### Placement view

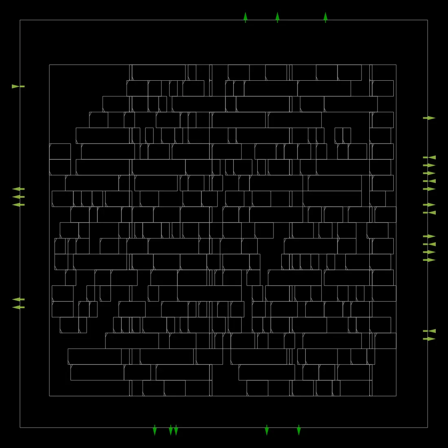
### Placed cells, one colour a class

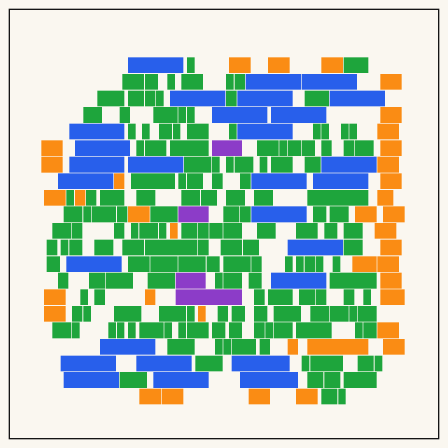
### Metal 3

Scale bar: 20 µm.
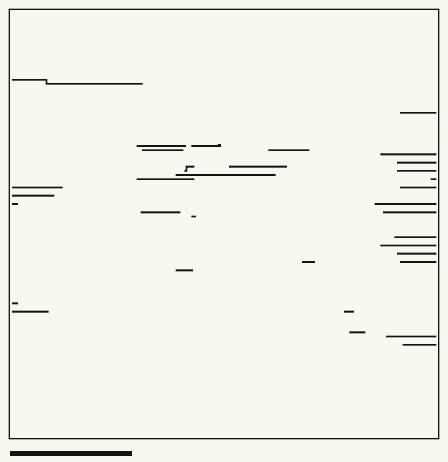
`src/rtl/intersection_arbiter_pkg.sv`:
```
// Shared encodings and default timing for the intersection controller family.
// Lamp encoder, status message and arbiter all import this package.
package intersection_arbiter_pkg;

   typedef enum logic [1:0] {
      ST_IDLE   = 2'd0,
      ST_GREEN  = 2'd1,
      ST_AMBER  = 2'd2,
      ST_ALLRED = 2'd3
   } state_t;

   localparam logic [1:0] DIR_NS = 2'd0;
   localparam logic [1:0] DIR_SN = 2'd1;
   localparam logic [1:0] DIR_EW = 2'd2;
   localparam logic [1:0] DIR_WE = 2'd3;

   localparam int T_MIN_GREEN_DEF = 10;
   localparam int T_MAX_GREEN_DEF = 40;
   localparam int T_GAP_DEF       = 4;
   localparam int T_AMBER_DEF     = 6;
   localparam int T_ALLRED_DEF    = 2;
   localparam int CW_DEF          = 6;

   function automatic logic [3:0] onehot4(input logic [1:0] idx);
      onehot4 = 4'b0001 << idx;
   endfunction

endpackage

```
`src/rtl/intersection_arbiter_rr_pick4.sv`:
```
// Round-robin pick over four pending flags, searching upward from last+1 with wrap.
// Purely combinational; the caller registers the result.
module rr_pick4 (
   input  logic [3:0] pending,
   input  logic [1:0] last,
   output logic [1:0] winner,
   output logic       valid
);

   logic [1:0] start_s;
   logic [7:0] dbl_s;
   logic [3:0] rot_s;
   logic [1:0] off_s;

   // Rotate so that bit 0 of rot_s is the approach right after the last one served.
   assign start_s = last + 2'd1;
   assign dbl_s   = {pending, pending};
   assign rot_s   = dbl_s[{1'b0, start_s} +: 4];

   // Lowest set bit of the rotated vector gives the offset from start_s.
   always_comb begin
      off_s = 2'd0;
      casez (rot_s)
         4'b???1: off_s = 2'd0;
         4'b??10: off_s = 2'd1;
         4'b?100: off_s = 2'd2;
         4'b1000: off_s = 2'd3;
         default: off_s = 2'd0;
      endcase
   end

   assign winner = start_s + off_s;
   assign valid  = |pending;

endmodule

```
`src/rtl/intersection_arbiter.sv`:
```
// Four-approach round-robin intersection arbiter with min/max green, gap-out,
// amber and all-red clearance timing counted in clock ticks.
module intersection_arbiter
   import intersection_arbiter_pkg::*;
#(
   parameter int T_MIN_GREEN = T_MIN_GREEN_DEF,
   parameter int T_MAX_GREEN = T_MAX_GREEN_DEF,
   parameter int T_GAP       = T_GAP_DEF,
   parameter int T_AMBER     = T_AMBER_DEF,
   parameter int T_ALLRED    = T_ALLRED_DEF,
   parameter int CW          = CW_DEF
) (
   input  logic          clk,
   input  logic          reset,
   input  logic [3:0]    req,
   output logic [3:0]    grant,
   output logic [3:0]    amber,
   output logic [1:0]    state,
   output logic [3:0]    pending,
   output logic [CW-1:0] elapsed,
   output logic [1:0]    last
);

   localparam logic [CW-1:0] MIN_M1    = CW'(T_MIN_GREEN - 1);
   localparam logic [CW-1:0] MAX_M1    = CW'(T_MAX_GREEN - 1);
   localparam logic [CW-1:0] GAP_M1    = CW'(T_GAP - 1);
   localparam logic [CW-1:0] AMBER_M1  = CW'(T_AMBER - 1);
   localparam logic [CW-1:0] ALLRED_M1 = CW'(T_ALLRED - 1);
   localparam logic [CW-1:0] EL_SAT    = {CW{1'b1}};
   localparam logic [CW-1:0] ONE       = CW'(1);

   state_t        state_r;
   logic [3:0]    grant_r;
   logic [3:0]    amber_r;
   logic [3:0]    pending_r;
   logic [CW-1:0] elapsed_r;
   logic [CW-1:0] gap_r;
   logic [1:0]    last_r;

   logic [1:0]    winner_s;
   logic          pick_valid_s;
   logic          go_green_s;
   logic          green_exit_s;
   logic          others_pending_s;
   logic [3:0]    clear_mask_s;
   logic [CW-1:0] el_cap_s;
   logic [CW-1:0] elapsed_inc_s;
   logic [CW-1:0] gap_inc_s;

   rr_pick4 u_pick (
      .pending (pending_r),
      .last    (last_r),
      .winner  (winner_s),
      .valid   (pick_valid_s)
   );

   assign others_pending_s = |(pending_r & ~grant_r);
   assign go_green_s = pick_valid_s &&
                       ((state_r == ST_IDLE) ||
                        ((state_r == ST_ALLRED) && (elapsed_r == ALLRED_M1)));
   // Serving an approach wins over a simultaneous new arrival on it.
   assign clear_mask_s = go_green_s ? onehot4(winner_s) : 4'b0000;
   assign green_exit_s = others_pending_s && (elapsed_r >= MIN_M1) &&
                         ((gap_r >= GAP_M1) || (elapsed_r >= MAX_M1));

   assign el_cap_s      = (state_r == ST_GREEN) ? MAX_M1 : EL_SAT;
   assign elapsed_inc_s = (elapsed_r >= el_cap_s) ? elapsed_r : elapsed_r + ONE;
   assign gap_inc_s     = (|(req & grant_r)) ? {CW{1'b0}} :
                          ((gap_r >= GAP_M1) ? gap_r : gap_r + ONE);

   // Phase sequencer, pending register, lamp grants and tick counters.
   always_ff @(posedge clk or negedge reset) begin
      if (!reset) begin
         state_r   <= ST_IDLE;
         grant_r   <= 4'b0000;
         amber_r   <= 4'b0000;
         pending_r <= 4'b0000;
         elapsed_r <= {CW{1'b0}};
         gap_r     <= {CW{1'b0}};
         last_r    <= DIR_WE;
      end else begin
         pending_r <= (pending_r | (req & ~grant_r)) & ~clear_mask_s;
         case (state_r)
            ST_IDLE: begin
               if (go_green_s) begin
                  state_r   <= ST_GREEN;
                  grant_r   <= onehot4(winner_s);
                  last_r    <= winner_s;
                  gap_r     <= {CW{1'b0}};
                  elapsed_r <= {CW{1'b0}};
               end else begin
                  elapsed_r <= elapsed_inc_s;
               end
            end
            ST_GREEN: begin
               if (green_exit_s) begin
                  state_r   <= ST_AMBER;
                  amber_r   <= grant_r;
                  grant_r   <= 4'b0000;
                  gap_r     <= {CW{1'b0}};
                  elapsed_r <= {CW{1'b0}};
               end else begin
                  gap_r     <= gap_inc_s;
                  elapsed_r <= elapsed_inc_s;
               end
            end
            ST_AMBER: begin
               if (elapsed_r == AMBER_M1) begin
                  state_r   <= ST_ALLRED;
                  amber_r   <= 4'b0000;
                  elapsed_r <= {CW{1'b0}};
               end else begin
                  elapsed_r <= elapsed_inc_s;
               end
            end
            ST_ALLRED: begin
               if (elapsed_r == ALLRED_M1) begin
                  elapsed_r <= {CW{1'b0}};
                  if (pick_valid_s) begin
                     state_r <= ST_GREEN;
                     grant_r <= onehot4(winner_s);
                     last_r  <= winner_s;
                     gap_r   <= {CW{1'b0}};
                  end else begin
                     state_r <= ST_IDLE;
                  end
               end else begin
                  elapsed_r <= elapsed_inc_s;
               end
            end
            default: begin
               state_r   <= ST_IDLE;
               grant_r   <= 4'b0000;
               amber_r   <= 4'b0000;
               elapsed_r <= {CW{1'b0}};
            end
         endcase
      end
   end

   assign grant   = grant_r;
   assign amber   = amber_r;
   assign state   = state_r;
   assign pending = pending_r;
   assign elapsed = elapsed_r;
   assign last    = last_r;

endmodule

```
`config.mk`:
```
export PLATFORM = sky130hd
export DESIGN_NAME = intersection_arbiter
export DESIGN_NICKNAME = d
export VERILOG_FILES = /design/src/rtl/intersection_arbiter_pkg.sv /design/src/rtl/intersection_arbiter_rr_pick4.sv /design/src/rtl/intersection_arbiter.sv
export SDC_FILE = /design/constraint.sdc
export NUM_CORES = 1
export LEC_CHECK = 0
export CAP_MARGIN = 20
export CORE_MARGIN = 5
export CORE_UTILIZATION = 55
export CTS_BUF_LIST = sky130_fd_sc_hd__clkbuf_8 sky130_fd_sc_hd__clkbuf_16
export CTS_CLUSTER_SIZE = 25
export DETAILED_ROUTE_END_ITERATION = 8
export GPL_TIMING_DRIVEN = 0
export PLACE_DENSITY = 0.83
export SYNTH_ARGS = -nofsm -noshare
export SYNTH_HDL_FRONTEND = slang
export SYNTH_SLANG_ARGS = --single-unit
```
`constraint.sdc`:
```
create_clock -name clk -period 5.3 [get_ports clk]
set_clock_uncertainty 0.1 [all_clocks]
set_input_delay 1.59 -clock clk [delete_from_list [all_inputs] [get_ports clk]]
set_output_delay 1.59 -clock clk [all_outputs]
set_load 0.03 [all_outputs]
```
==> deck_impl_summary.md <==
Physical Implementation Snapshot

Detailed routing
  • DRT iter0 DRCs: 48
  • Met3 WL post-DR: 212 µm
  • Met2 wire length: 2150 µm

Power
  • Logic power comb: 957 µW
  • Maximum vdd drop: 0.317 mV
  • Top power group: combinational logic
  • Sw power: 699 µW
  • P_seq: 363 µW
  • Final Total Pwr: 1.49 mW

Logic synthesis
  • Post-synth EDFFs: 0
  • Asr flop ratio synth: 1.00
  • Cell Area, Synth: 2000 µm²
  • Xor+xnor area frac: 0.0301
  • Most common flop cell mapped by yosys: dfrtp_1
  • Cell type with the largest total area: dfrtp_1

Floorplanning
  • I/O pin total: 28
  • Initial Util: 0.585
  • Site Rows: 21
  • Die ar.: 4940 µm²
  • Die X: 70.3 µm

Worst setup path
  • Worst Reg2Reg Path Length in Cells: 8
  • Critical Path Sink: gap_r[0]
  • Buf/Inv on CP: 1
  • WS Path Type: in -> reg
  • Crit start category: primary input
  • Critical Path RT: 5420 ps
  • Worst EP arrival: 3650 ps

Final timing
  • Slew HR: 0.535
  • Final Slew Violations: 0

Run
  • Max cap viols: 0

Clock network
  • Clock Latency Late Sink: 280 ps
  • CTS-repair resized insts: 0
  • Reg clk slew, reported paths: 100 ps
  • Root Buffer: clkbuf_8
  • Postcts setup bufs: 0

Worst hold path
  • HP Start: amber[3]
  • Hold Crit Depth: 1
  • Worst Hold Endpoint: amber[3]

Placement
  • Post-placement cell area: 2350 µm²
  • HPWL Detailed: 3220 µm

Final layout
  • Clock buf/inv share: 0.0294
  • Clkbuf count: 3
  • Flops: 28
  • Inverters: 14

Outcome
  • Status: finished, final reports clean

GRT
  • Initial antenna violation count: 0
-- 'Placement view' (at the start) --
Tap Cells: 46
final core utilization: 0.710
core area: 3420 µm²
fillcell total: 279
Seq area share: 0.290

-- 'Placed cells, one colour a class' (at the start) --
[combinational and other logic] green | cells: 167
[clock drivers and dummy loads] purple | cells: 4
[other buffers and delay cells] orange | cells: 37
[flops] blue | cells: 28

-- 'Metal 3' (at the start) --
longest straight run: 16.1 µm
nets with wire on the layer: 31
wire length on this layer: 213 µm

Power figures rest on the tool's default switching activity, not on a simulated workload.
